==> config.mk <==
export PLATFORM = sky130hd
export DESIGN_NAME = x_hazard_ctrl
export DESIGN_NICKNAME = d
export VERILOG_FILES = /design/src/rtl/x_hazard_ctrl.sv
export SDC_FILE = /design/constraint.sdc
export NUM_CORES = 1
export LEC_CHECK = 0
export CAP_MARGIN = 20
export CORE_AREA = 4 4 159 161
export DETAILED_ROUTE_END_ITERATION = 12
export DIE_AREA = 0 0 163 165
export PLACE_DENSITY = 0.93
export SETUP_SLACK_MARGIN = 0.4
export SKIP_LAST_GASP = 1
export SLEW_MARGIN = 40
export SYNTH_ARGS = -nofsm -noshare
export SYNTH_HDL_FRONTEND = slang
export SYNTH_SLANG_ARGS = --single-unit
==> constraint.sdc <==
create_clock -name clk -period 6.45 [get_ports clk]
set_clock_uncertainty 0.05 [all_clocks]
set_input_delay 0.9675 -clock clk [delete_from_list [all_inputs] [get_ports clk]]
set_output_delay 0.9675 -clock clk [all_outputs]
set_load 0.02 [all_outputs]
floorplan.png
Scale: 2 px per um. Pins as bars on the die edge.
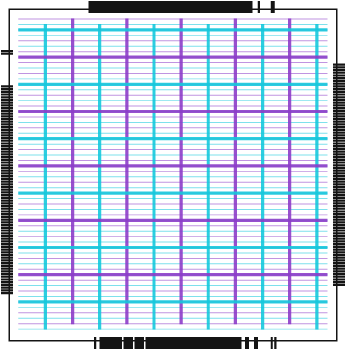
VDD -> purple
VSS -> cyan
met1 rails = 58
met4 straps = 11
Max VDD drop: 0.166 mV
Core Box Area: 24000 sq um
Die Y: 165 um

class_map.png
Scale: 3 px per um. Fill, decap, tap and diode cells in grey.
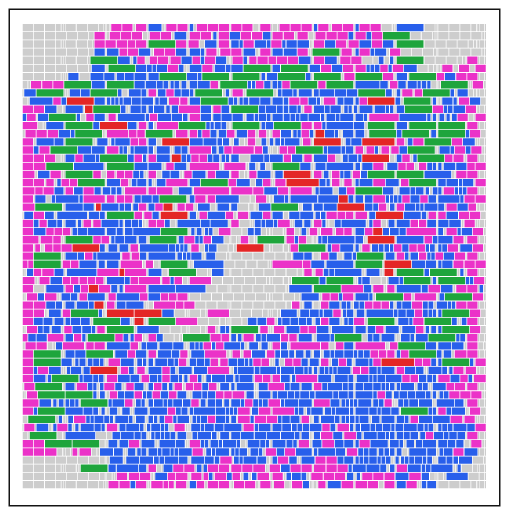
remaining buffers and delay cells -> magenta  # cells 666, share of their area 32%
remaining logic cells -> blue  # cells 1266, share of their area 49%
sequential cells -> green  # cells 118, share of their area 15%
clock drivers and dummy loads -> red  # cells 32, share of their area 3.1%
row count: 57
Seq/total area: 0.147
post-route cell area: 20200 sq um

==> reports/qor.yml <==
status: "finished, violations left"
violations: "setup timing"
reg2reg_depth: 26
cts_hold_buf: 0
ys_top_logic_family: "AND-OR/OR-AND gates"
comb_share: 0.467
nNonClkInverters: 94
pre_cts_ws_ps: -1280
area_dominant_class: "multi-input combinational cells"
busiest_layer: "met2"
fin_crit_sh: 1.12
sw_frac_of_total: 0.385
drv_slew: 0
synth-simple-area-share: 0.168
hold_violations: 0
drv_cap: 0
hpwl_mm: 39.1
die_w_um: 163
setup_ws_ps: -780
vias: 16598
pwr_density_cell_nw_per_um2: 173
antenna_found_initial: 7
num-multi-input-gates: 1172
worstPathArrival_ps: 6210
grt_pass1_vias: 16753
max_stage_delay_ps: 440
synthDominantCellAreaShare: 0.250
yosysUniqueCellTypes: 76
synthArstFlopShare: 1.00
rsz0062_at_grt: "yes"
power_w: 0.00348
top_layer: "met5"
grt_overflow: 0
worst_path_max_delay_cell: "a211oi_4"
critPathCaptureType: "output port"
power_leader: "combinational cells"
flops: 118
postCtsSetupRepairBufs: 45
period_minus_slack_ps: 7230
yosysCellCount: 1460
yosysMostFrequentCell: "nor2_1"
final-setup-viol-count: 34
drt_iter0_drc: 2422
nClkBuffers: 17
